[src/rtl/pitch_pkg.sv]
// Shared types for the fundamental-frequency frame sequencer.
// Holds the sequencer state encoding and the packed pitch result word.
package pitch_pkg;
    localparam int FRAME_LEN_DEF = 1024;

    typedef enum logic [2:0] {IDLE, FWD, WAIT, RECOV, REPORT} seq_state_t;

    typedef struct packed {
        logic       timeout;
        logic [7:0] frame_id;
        logic [4:0] bin;
    } pitch_result_t;
endpackage

[src/rtl/frame_position_counter.sv]
// Counts FFT beats modulo FRAME_LEN and flags frame boundaries.
// synced rises on the first wrap so a frame cut by reset is never treated as whole.
module frame_position_counter
    import pitch_pkg::*;
#(
    parameter int FRAME_LEN = FRAME_LEN_DEF
) (
    input  logic clk,
    input  logic reset,
    input  logic beat,
    output logic synced,
    output logic frame_start,
    output logic frame_end
);
    localparam int PW = $clog2(FRAME_LEN);

    logic [PW-1:0] pos;
    logic          last;

    assign last        = (pos == PW'(FRAME_LEN - 1));
    assign frame_start = beat & (pos == '0);
    assign frame_end   = beat & last;

    always_ff @(posedge clk or negedge reset) begin
        if (!reset) begin
            pos    <= '0;
            synced <= 1'b0;
        end else if (beat) begin
            pos <= last ? '0 : pos + 1'b1;
            if (last)
                synced <= 1'b1;
        end
    end
endmodule

[src/rtl/fundamental_frame_sequencer.sv]
// Gates FFT magnitude frames into the fundamental bin finder one at a time,
// decimating frames and recovering the finder with a reset when it stops answering.
module fundamental_frame_sequencer
    import pitch_pkg::*;
#(
    parameter int FRAME_LEN = FRAME_LEN_DEF,
    parameter int MAG_W     = 48,
    parameter int TIMEOUT   = 4096,
    parameter int RST_CYC   = 4
) (
    input  logic             clk,
    input  logic             reset,
    input  logic             enable,
    input  logic [3:0]       decim,
    input  logic             fft_valid,
    input  logic [MAG_W-1:0] fft_data,
    output logic             fft_ready,
    output logic             fbf_mag_valid,
    output logic [MAG_W-1:0] fbf_mag_data,
    input  logic             fbf_bin_valid,
    input  logic [4:0]       fbf_bin_data,
    output logic             fbf_bin_ready,
    output logic             fbf_reset,
    output logic             result_valid,
    output logic [13:0]      result_data,
    input  logic             result_ready,
    output logic [15:0]      dropped
);
    localparam int TW = $clog2(TIMEOUT);

    seq_state_t    state, state_nxt;
    pitch_result_t res;
    logic [3:0]    decim_cnt;
    logic [TW-1:0] timer;
    logic          synced, frame_start, frame_end;
    logic          start_ok, launch, take_bin, expire, drop;

    frame_position_counter #(.FRAME_LEN(FRAME_LEN)) u_pos (
        .clk         (clk),
        .reset       (reset),
        .beat        (fft_valid),
        .synced      (synced),
        .frame_start (frame_start),
        .frame_end   (frame_end)
    );

    assign start_ok      = (state == IDLE) & frame_start & enable & synced;
    assign fft_ready     = 1'b1;
    assign fbf_bin_ready = 1'b1;
    assign fbf_mag_data  = fft_data;
    // The launching pos==0 beat goes out in the same cycle IDLE decides to forward.
    assign fbf_mag_valid = fft_valid & ((state == FWD) | launch);
    assign fbf_reset     = (state == RECOV);
    assign result_valid  = (state == REPORT);
    assign result_data   = res;

    always_comb begin
        state_nxt = state;
        launch    = 1'b0;
        take_bin  = 1'b0;
        expire    = 1'b0;
        drop      = 1'b0;
        case (state)
            IDLE: begin
                launch = start_ok & (decim_cnt == 4'd0);
                if (launch) state_nxt = FWD;
            end
            FWD: if (frame_end) state_nxt = WAIT;
            WAIT: begin
                drop     = frame_start;
                take_bin = fbf_bin_valid;
                expire   = !fbf_bin_valid && (timer == TW'(TIMEOUT - 1));
                if (take_bin)    state_nxt = REPORT;
                else if (expire) state_nxt = RECOV;
            end
            RECOV: begin
                drop = frame_start;
                if (timer == TW'(RST_CYC - 1)) state_nxt = REPORT;
            end
            REPORT: begin
                drop = frame_start;
                if (result_ready) state_nxt = IDLE;
            end
            default: state_nxt = IDLE;
        endcase
    end

    always_ff @(posedge clk or negedge reset) begin
        if (!reset) begin
            state     <= IDLE;
            decim_cnt <= 4'd0;
            timer     <= '0;
            res       <= '0;
            dropped   <= 16'd0;
        end else begin
            state <= state_nxt;
            if (start_ok)
                decim_cnt <= (decim_cnt == 4'd0) ? decim : decim_cnt - 4'd1;
            // timer is shared: WAIT timeout count, then RECOV reset-hold count
            if (state_nxt != state)
                timer <= '0;
            else if (state == WAIT || state == RECOV)
                timer <= timer + 1'b1;
            if (take_bin) begin
                res.timeout <= 1'b0;
                res.bin     <= fbf_bin_data;
            end else if (expire) begin
                res.timeout <= 1'b1;
                res.bin     <= 5'd0;
            end
            if (state == REPORT && result_ready)
                res.frame_id <= res.frame_id + 8'd1;
            if (drop && dropped != 16'hFFFF)
                dropped <= dropped + 16'd1;
        end
    end
endmodule
[config.mk]
export PLATFORM = sky130hd
export DESIGN_NAME = fundamental_frame_sequencer
export DESIGN_NICKNAME = d
export VERILOG_FILES = /design/src/rtl/pitch_pkg.sv /design/src/rtl/frame_position_counter.sv /design/src/rtl/fundamental_frame_sequencer.sv
export SDC_FILE = /design/constraint.sdc
export NUM_CORES = 1
export LEC_CHECK = 0
export ABC_CLOCK_PERIOD_IN_PS = 1880
export CAP_MARGIN = 20
export CORE_MARGIN = 2
export CORE_UTILIZATION = 39
export CTS_CLUSTER_SIZE = 25
export DETAILED_ROUTE_END_ITERATION = 7
export GPL_TIMING_DRIVEN = 0
export PLACE_DENSITY = 0.74
export SYNTH_ARGS = -nofsm -noshare
export SYNTH_HDL_FRONTEND = slang
export SYNTH_HIERARCHICAL = 1
export SYNTH_SLANG_ARGS = --single-unit
[constraint.sdc]
create_clock -name clk -period 1.88 [get_ports clk]
set_clock_uncertainty 0.05 [all_clocks]
set_input_delay 0.376 -clock clk [delete_from_list [all_inputs] [get_ports clk]]
set_output_delay 0.376 -clock clk [all_outputs]
set_load 0.05 [all_outputs]
==> flow_summary.toml <==
# generated from flow reports
[global_routing]
first_global_vias = 3099
grt_max_degree = 32
grt_overflow_total = 0
antenna_found_initial = 0
grtUsageTotal_pct = 18.52

[worst_setup_path]
critical_path_class = "register to output port"
reg2reg_depth = 8
required_ns = 1.45
critPathMaxStageDelay_ns = 0.43
cp-start-kind = "register"
crit_fanout = 2
path_delay_family = "simple AND/OR/NAND/NOR gates"
crit_chain = "nor4_4 > and4_4 > nand4b_1 > nor3_2 > buf_4 > a21oi_4 > nor2b_4 > buf_6"

[clock_tree]
ctsHoldBuffers = 0
htree_levels = 3
cts-root-buf = "clkbuf_8"
clkLatencyLatePin_ns = 0.36
clock-sinks = 60
cts_tree = "built"

[floorplanning]
core_sq_mm = 0.008721
die_area_sq_mm = 0.009801
die_w_um = 99
row_count = 34

[logic_synthesis]
synthTopLogicFamily = "simple AND/OR/NAND/NOR gates"
ys.flop_type = "dfrtp_1"
top_area_share_pct = 42.66
ys_warn_count = 6
simple_gate_area_share_pct = 22.61
ys_cells = 353
synth_area_sq_mm = 0.003520
async_reset_ff_share_pct = 100.0
ys_sh_adder_pct = 2.133
synth-seq-cells = 60
syn_area_per_cell_sq_um = 9.971
yosysTopAreaCell = "dfrtp_1"
edf_count = 0
yosys_area_sq_mm = 0.003520
top_cells_by_area = "dfrtp_1 43%, buf_4 11%, xor2_1 4.5%, nor3_1 3.1%, xnor2_1 3.0%"
syn_inst = 353
mux_share_pct = 1.849

[final_timing]
finalCritPeriodShare_pct = 134.1
fin_ws_ns = -0.6403
hold_ws_ns = 0.02547
drv_slew = 0
grt_setup_unrepaired = "true"
period_minus_slack_ns = 2.520
fmax_ghz = 0.3968
setup_violations = 33
hold_viol = 0

[placed_design]
port_buffers = 95
hpwl_mm = 5.909

[cells_and_area]
diodes = 0
area_growth_pct = 56.42
nets = 564
comb_area_sq_mm = 0.001903
drive_above_1_share_pct = 36.40
fin_util_pct = 63.13

[pwr]
power.density_mw_per_mm2 = 623.7

[min_path]
hold_path.class = "input port to async pin"

[drt]
wl_per_cell_um = 15.51
drc = 0
vias = 3234
routed_wirelength_mm = 9.433
dr.pass1.iters = 4

[run_status]
outcome = "complete, but fails checks"
violations = "negative setup slack"

[job]
warning_count = 30
==> worst register-to-register path, delay by kind of cell, from the launching register on <==
kind,cells,cell delay (ns)
flops,1,0.41
compound gates,1,0.29
simple gates,3,0.77
buf+inv,4,0.55
==> flip-flops by register name, indices dropped and copies added (netlist names) <==
register      count
timer            12
result_data      14
dropped          16
state             3
decim_cnt         4
u_pos/synced      1
u_pos/pos        10
==> layout make-up <==
type,instances,share of cell area [%]
well taps,108,2.455
plain buffers,60,8.409
clock inverters,6,1.455
inverters,9,0.7500
flip-flops and latches,60,27.64
multi-input cells,225,34.57
clock buffers,10,2.318
repair buffers,130,22.41
==> synth_stat cells (4+ instances only) <==
cell type,count
ha_1,6
a21oi_1,10
o211ai_1,4
and3_1,6
nor3_1,22
mux2_1,4
nor2_1,19
a22o_1,5
dfrtp_1,60
xor2_1,18
xnor2_1,12
nor4_1,5
o21ai_0,4
nand2_1,20
buf_4,51
nand4_1,14
nand3_1,15
clkbuf_1,4
buf_2,4
inv_1,8
nor3b_1,4
and2_1,4
==> routing by layer <==
metal	routed length, um	track usage [%]
met1	3796	22.64
met2	4805	31.86
met3	577	4.539
met4	253	6.428
met5	0	0
==> path summary, 6_finish.rpt <==
kind	startpoint	slack (ns)	end
max	u_pos/pos[7]	-0.64	fbf_mag_valid
min	reset	0.03	result_data[10]
max reg2reg	state[2]	-0.31	timer[6]
min reg2reg	dropped[6]	0.43	dropped[6]
max in group asynchronous	reset	1.13	dropped[13]
min in group clk	dropped[6]	0.43	dropped[6]
==> power breakdown <==
part	internal [mW]	switching [mW]	leakage (nW)
Clock	0.737	0.531	0.110
Combinational	0.306	0.422	1.74
Sequential	1.35	0.0890	0.789
Total	2.39	1.04	2.64
==> kinds of logic after synthesis <==
family,count (synthesis)
compound gates,47
xor+xnor,30
fa+ha+maj,6
buf+inv,69
flops,60
mux,6
other cells,1
simple gates,134
==> metrics by stage <==
stage / setup TNS (ns) / total power, mW / std cells / area, sq um / setup slack, ns
3_5_place_dp: -18.42 / 2.078 / 558 / 4671 / -1.529
2_1_floorplan: -0.3047 / 1.871 / 354 / 3570 / -0.3047
6_report: -6.727 / 3.434 / 608 / 5505 / -0.6403
3_3_place_gp: -113.60 / 2.064 / 557 / 4656 / -1.796
4_1_cts: -5.663 / 3.394 / 590 / 5187 / -0.6669
5_1_grt: -9.310 / 3.577 / 608 / 5505 / -0.7394
==> timing repair <==
item	CTS	global route
gates resized	102	38
hold endpoints to repair	0	0
setup endpoints to repair	68	39
buffers inserted	20	20
cloned	1	1
pin swaps	13	25
==> layout by cell type (no fill, tap or decap), types with 3 or more instances in the layout <==
master,n
buf_4,77
clkdlybuf4s50_1,60
dfrtp_1,44
dlygate4sd2_1,31
nand2_1,19
nor2_1,18
xor2_1,18
dfrtp_2,16
nand3_1,15
nand4_1,14
buf_6,13
xnor2_1,12
nor3_2,11
clkbuf_8,9
a21oi_1,7
nor3_1,7
inv_1,6
and3_1,6
nor4_4,5
a22o_1,5
nor3_4,5
o211ai_1,4
o21ai_0,4
ha_1,4
clkinv_2,4
nor3b_2,3
and2_1,3
clkbuf_1,3
a31oi_1,3
mux2_1,3
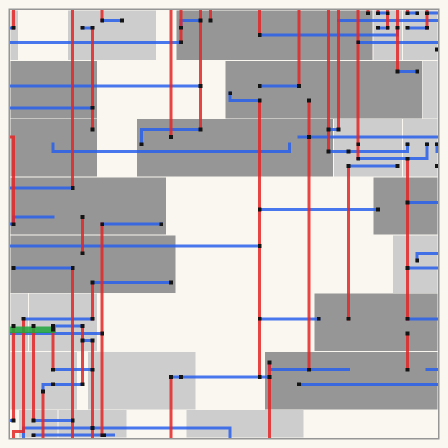
**Above:** zoomed window.
Window x 64 to 84, y 15 to 35 um. Cells in gray, sequential cells in the stronger gray; small squares are vias.
[green] M3
[red] M2
[blue] M1
most frequent: dfrtp_1 (7), buf_6 (2)
netlist names of flops here include: `result_data` (5), `decim_cnt` (2)
cells with their middle in the window: 16
sequential cells in the window: 7

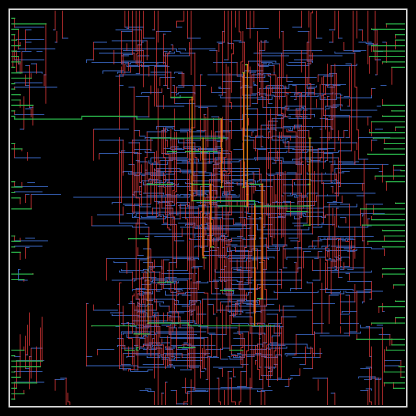
**Above:** routed metal, one color a layer.
Scale: 4 px per um.
[red] M2 | wire length: 4810 um
[blue] M1 | wire length: 3800 um
[green] M3 | wire length: 578 um
[orange] M4 | wire length: 254 um

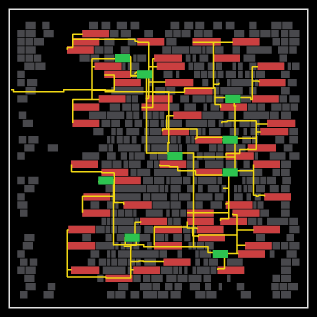
**Above:** routed clock nets over the placement.
Scale: 3 px per um.
[green] clock-net drivers | count: 9
[yellow] clock wires | length: 889 um
[red] flip-flops | count: 60
routed clock nets: 10
flops lie: all over the die

Power and IR drop assume default switching activity.
